## config.mk

```make
export PLATFORM = sky130hd
export DESIGN_NAME = route_cfg_writer
export DESIGN_NICKNAME = d
export VERILOG_FILES = /design/src/rtl/route_cfg_writer.sv
export SDC_FILE = /design/constraint.sdc
export NUM_CORES = 1
export LEC_CHECK = 0
export ABC_CLOCK_PERIOD_IN_PS = 3400
export CORE_MARGIN = 2
export CORE_UTILIZATION = 55
export CTS_CLUSTER_DIAMETER = 150
export DETAILED_ROUTE_END_ITERATION = 10
export GPL_TIMING_DRIVEN = 0
export MAX_ROUTING_LAYER = met4
export PLACE_DENSITY = 0.86
export RECOVER_POWER = 100
export SLEW_MARGIN = 20
export SYNTH_ARGS = -nofsm -noshare
export SYNTH_HDL_FRONTEND = slang
export SYNTH_SLANG_ARGS = --single-unit
```

## constraint.sdc

```tcl
create_clock -name clk_in -period 3.4 [get_ports clk_in]
set_input_delay 0.68 -clock clk_in [delete_from_list [all_inputs] [get_ports clk_in]]
set_output_delay 0.68 -clock clk_in [all_outputs]
set_load 0.02 [all_outputs]
```

## src/rtl/route_cfg_writer.sv

```systemverilog
// route_cfg_writer
//   Drives timed routing updates into a router. A load request captures a full
//   routing table (one source select per output) and an activation mask. Each
//   entry that differs from the shadow copy of what the router already holds
//   (or every entry, when force_all_in was set with the load) is written as a
//   SETUP / PULSE / GAP transaction. The activation mask is applied only
//   after all route writes have landed.
//
// Ports
//   clk_in             in   system clock, posedge
//   rst_in             in   synchronous reset, active-high
//   route_map_in       in   entry k = src for output k, bits [k*W_SEL +: W_SEL]
//   actv_mask_in       in   requested output activation mask
//   force_all_in       in   sampled with load_in: write every entry
//   load_in            in   one-cycle load request (ignored while busy)
//   busy_out           out  high from accepted load through done_out
//   src_select_out     out  source select presented to the router
//   dest_select_out    out  destination select presented to the router
//   update_out         out  router update strobe (router latches on rising edge)
//   output_active_out  out  activation mask presented to the router
//   done_out           out  one-cycle pulse when a load completes
//   err_out            out  sticky: last load held a src >= N_IN
module route_cfg_writer #(
  parameter int W_SEL   = 4,
  parameter int N_IN    = 8,
  parameter int N_OUT   = 8,
  parameter int T_PULSE = 2,
  parameter int T_GAP   = 2
) (
  input  logic                   clk_in,
  input  logic                   rst_in,
  input  logic [W_SEL*N_OUT-1:0] route_map_in,
  input  logic [N_OUT-1:0]       actv_mask_in,
  input  logic                   force_all_in,
  input  logic                   load_in,
  output logic                   busy_out,
  output logic [W_SEL-1:0]       src_select_out,
  output logic [W_SEL-1:0]       dest_select_out,
  output logic                   update_out,
  output logic [N_OUT-1:0]       output_active_out,
  output logic                   done_out,
  output logic                   err_out
);

  localparam int T_MAX = (T_PULSE > T_GAP) ? T_PULSE : T_GAP;
  localparam int CW    = (T_MAX > 1) ? $clog2(T_MAX) : 1;

  localparam logic [CW-1:0]    PULSE_LAST = CW'(T_PULSE - 1);
  localparam logic [CW-1:0]    GAP_LAST   = CW'(T_GAP - 1);
  localparam logic [W_SEL-1:0] IDX_LAST   = W_SEL'(N_OUT - 1);
  localparam logic [W_SEL:0]   SRC_LIMIT  = (W_SEL + 1)'(N_IN);

  typedef enum logic [2:0] {IDLE, SCAN, SETUP, PULSE, GAP, DONE} state_t;

  state_t st, nxt;

  logic [W_SEL*N_OUT-1:0] map_q;
  logic [N_OUT-1:0]       mask_q;
  logic                   force_q;
  logic [W_SEL-1:0]       idx, idx_nxt;
  logic [CW-1:0]          cnt, cnt_nxt;
  logic [W_SEL-1:0]       shadow [N_OUT];

  logic [W_SEL-1:0]       cur_src, cur_shadow;
  logic                   capture, set_err, latch_sel, shadow_we;

  logic [W_SEL-1:0]       src_q, dest_q;
  logic [N_OUT-1:0]       active_q;
  logic                   busy_q, update_q, done_q, err_q;

  // Entry selection by compare loop rather than direct indexing, so the
  // W_SEL-bit index never exceeds the N_OUT-deep shadow array.
  always_comb begin
    cur_src    = '0;
    cur_shadow = '0;
    for (int unsigned i = 0; i < N_OUT; i++) begin
      if (idx == W_SEL'(i)) begin
        cur_src    = map_q[i*W_SEL +: W_SEL];
        cur_shadow = shadow[i];
      end
    end
  end

  always_comb begin
    nxt       = st;
    idx_nxt   = idx;
    cnt_nxt   = cnt;
    capture   = 1'b0;
    set_err   = 1'b0;
    latch_sel = 1'b0;
    shadow_we = 1'b0;
    unique case (st)
      IDLE: begin
        if (load_in) begin
          capture = 1'b1;
          idx_nxt = '0;
          nxt     = SCAN;
        end
      end
      SCAN: begin
        if ({1'b0, cur_src} >= SRC_LIMIT) begin
          set_err = 1'b1;
        end
        if (({1'b0, cur_src} < SRC_LIMIT) && (force_q || (cur_src != cur_shadow))) begin
          latch_sel = 1'b1;
          nxt       = SETUP;
        end else if (idx == IDX_LAST) begin
          nxt = DONE;
        end else begin
          idx_nxt = idx + 1'b1;
        end
      end
      SETUP: begin
        cnt_nxt = '0;
        nxt     = PULSE;
      end
      PULSE: begin
        if (cnt == PULSE_LAST) begin
          cnt_nxt = '0;
          nxt     = GAP;
        end else begin
          cnt_nxt = cnt + 1'b1;
        end
      end
      GAP: begin
        if (cnt == GAP_LAST) begin
          shadow_we = 1'b1;
          cnt_nxt   = '0;
          if (idx == IDX_LAST) begin
            nxt = DONE;
          end else begin
            idx_nxt = idx + 1'b1;
            nxt     = SCAN;
          end
        end else begin
          cnt_nxt = cnt + 1'b1;
        end
      end
      DONE: begin
        nxt = IDLE;
      end
      default: nxt = IDLE;
    endcase
  end

  always_ff @(posedge clk_in) begin
    if (rst_in) begin
      st    <= IDLE;
      idx   <= '0;
      cnt   <= '0;
      map_q   <= '0;
      mask_q  <= '0;
      force_q <= 1'b0;
      for (int unsigned i = 0; i < N_OUT; i++) begin
        shadow[i] <= '0;
      end
    end else begin
      st  <= nxt;
      idx <= idx_nxt;
      cnt <= cnt_nxt;
      if (capture) begin
        map_q   <= route_map_in;
        mask_q  <= actv_mask_in;
        force_q <= force_all_in;
      end
      for (int unsigned i = 0; i < N_OUT; i++) begin
        if (shadow_we && (idx == W_SEL'(i))) begin
          shadow[i] <= cur_src;
        end
      end
    end
  end

  // Strobes are registered from the next state so update_out is glitch-free
  // yet still asserts in the same cycle the FSM enters PULSE.
  always_ff @(posedge clk_in) begin
    if (rst_in) begin
      src_q    <= '0;
      dest_q   <= '0;
      active_q <= '0;
      busy_q   <= 1'b0;
      update_q <= 1'b0;
      done_q   <= 1'b0;
      err_q    <= 1'b0;
    end else begin
      busy_q   <= (nxt != IDLE);
      update_q <= (nxt == PULSE);
      done_q   <= (nxt == DONE);
      if (latch_sel) begin
        src_q  <= cur_src;
        dest_q <= idx;
      end
      if (st == DONE) begin
        active_q <= mask_q;
      end
      if (capture) begin
        err_q <= 1'b0;
      end else if (set_err) begin
        err_q <= 1'b1;
      end
    end
  end

  assign busy_out          = busy_q;
  assign src_select_out    = src_q;
  assign dest_select_out   = dest_q;
  assign update_out        = update_q;
  assign output_active_out = active_q;
  assign done_out          = done_q;
  assign err_out           = err_q;

endmodule
```

Fig. 1: supply network
Scale bar: 20 microns. Pins as bars on the die edge.
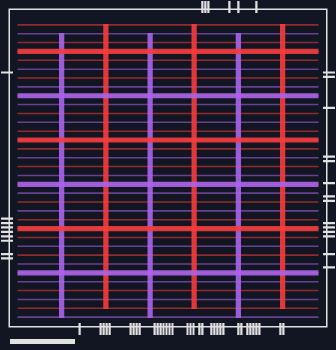
[VDD] red
[VSS] purple
signal pins: 64
met4 straps: 6
rows: 33
met5 straps: 6

Fig. 2: cell classes on the final placement
Fill, decap, tap and diode cells in gray.
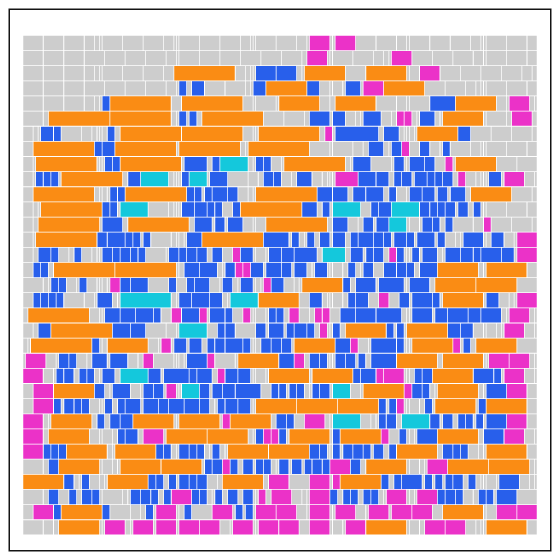
[flip-flops] orange | cells: 101
[other buffers and delay cells] magenta | cells: 103
[all other logic] blue | cells: 405
[clock drivers and dummy loads] cyan | cells: 16

==> job_summary.md <==
### Flow metrics

| Metric | Value |
|---|---|
| Outcome | finished clean |
| Final Hold Violation Tally | 0 |
| Ys async rst share | 0% |
| P_clk | between 700 and 800 uW |
| Uppermost layer routed | met4 |
| Layout inverter count without the clock tree | 14 |
| Warning count from the yosys run | 0 |
| Die Ht | between 90 and 100 microns |
| Critical Path AT | 3.46 ns |
| Critical path depth | 9 |
| Switching fraction of total power | between 30 and 40% |
| Final setup vio count | 0 |
| Min-Delay Endpoint | mask_q[3]$_SDFFE_PP0P_ |
| Main logic family after synthesis | simple AND/OR/NAND/NOR gates |
| Number of vias in the routed layout | ~4.3k |
| Critical Path Source Type | flip-flop |
| Clk pwr share | roughly a quarter |
| CLK BUF | 11 |
| Met3 Use GR | about 5.3% |
| Top cells by area | dfxtp_1 29%, edfxtp_1 20%, nand2_1 9.3% |
| Yosys stat area | about 4800 sq um |
| Largest stage delay on the critical path | around 0.48 ns |
| Pre-Place Util | 57.4% |
| EDFF count, synth | 32 |
| Core ar. | 8300 sq um |
| Routed WL per cell | around 17 microns |
| Worst-path cell chain | ha_1 > clkbuf_2 > buf_2 > clkbuf_1 > o21ai_0 > a22oi_2 > nand3_1 > o31ai_1 > mux2i_1 |
| Peak Freq | 0.316 GHz |
| Count leader, synth | nand2_1 |
| RSZ-0062 raised after global routing | no |
| Fillers | ~670 |
| Post-route ant nets | 0 |
| Number of tapcells | about 110 |
| Synth Register Bits | approximately 100 |
| Layout cells sized above 1 | under 10% |
| Pin count of the biggest net entering global routing | 19 |
| Clock sink count | 101 |
| Flip-flops | between 100 and 150 |
| Post-CTS resize count | 0 |
| CP Capture Point | idx[2]$_SDFFE_PP0P_ |
| Port Buf Inserts | ~63 |
| Ys cells | 546 |
| Wire length on met3 | roughly 800 microns |
| Comb pwr share | about a third |
| CP Launch Point | idx[0]$_SDFFE_PP0P_ |
Fig. 3: clock network drawn from the DEF
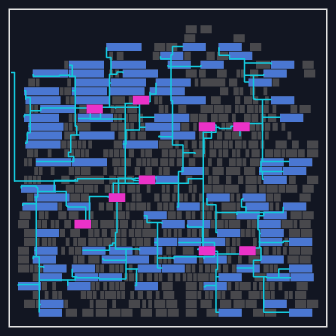
[cells driving clock nets] magenta | count: 9
[flip-flops] blue | count: 101
[clock wires] cyan | length: 1070 microns
flops lie: all over the die
routed clock nets: 10

No activity file was given, so power comes from the tool's default toggle rates.
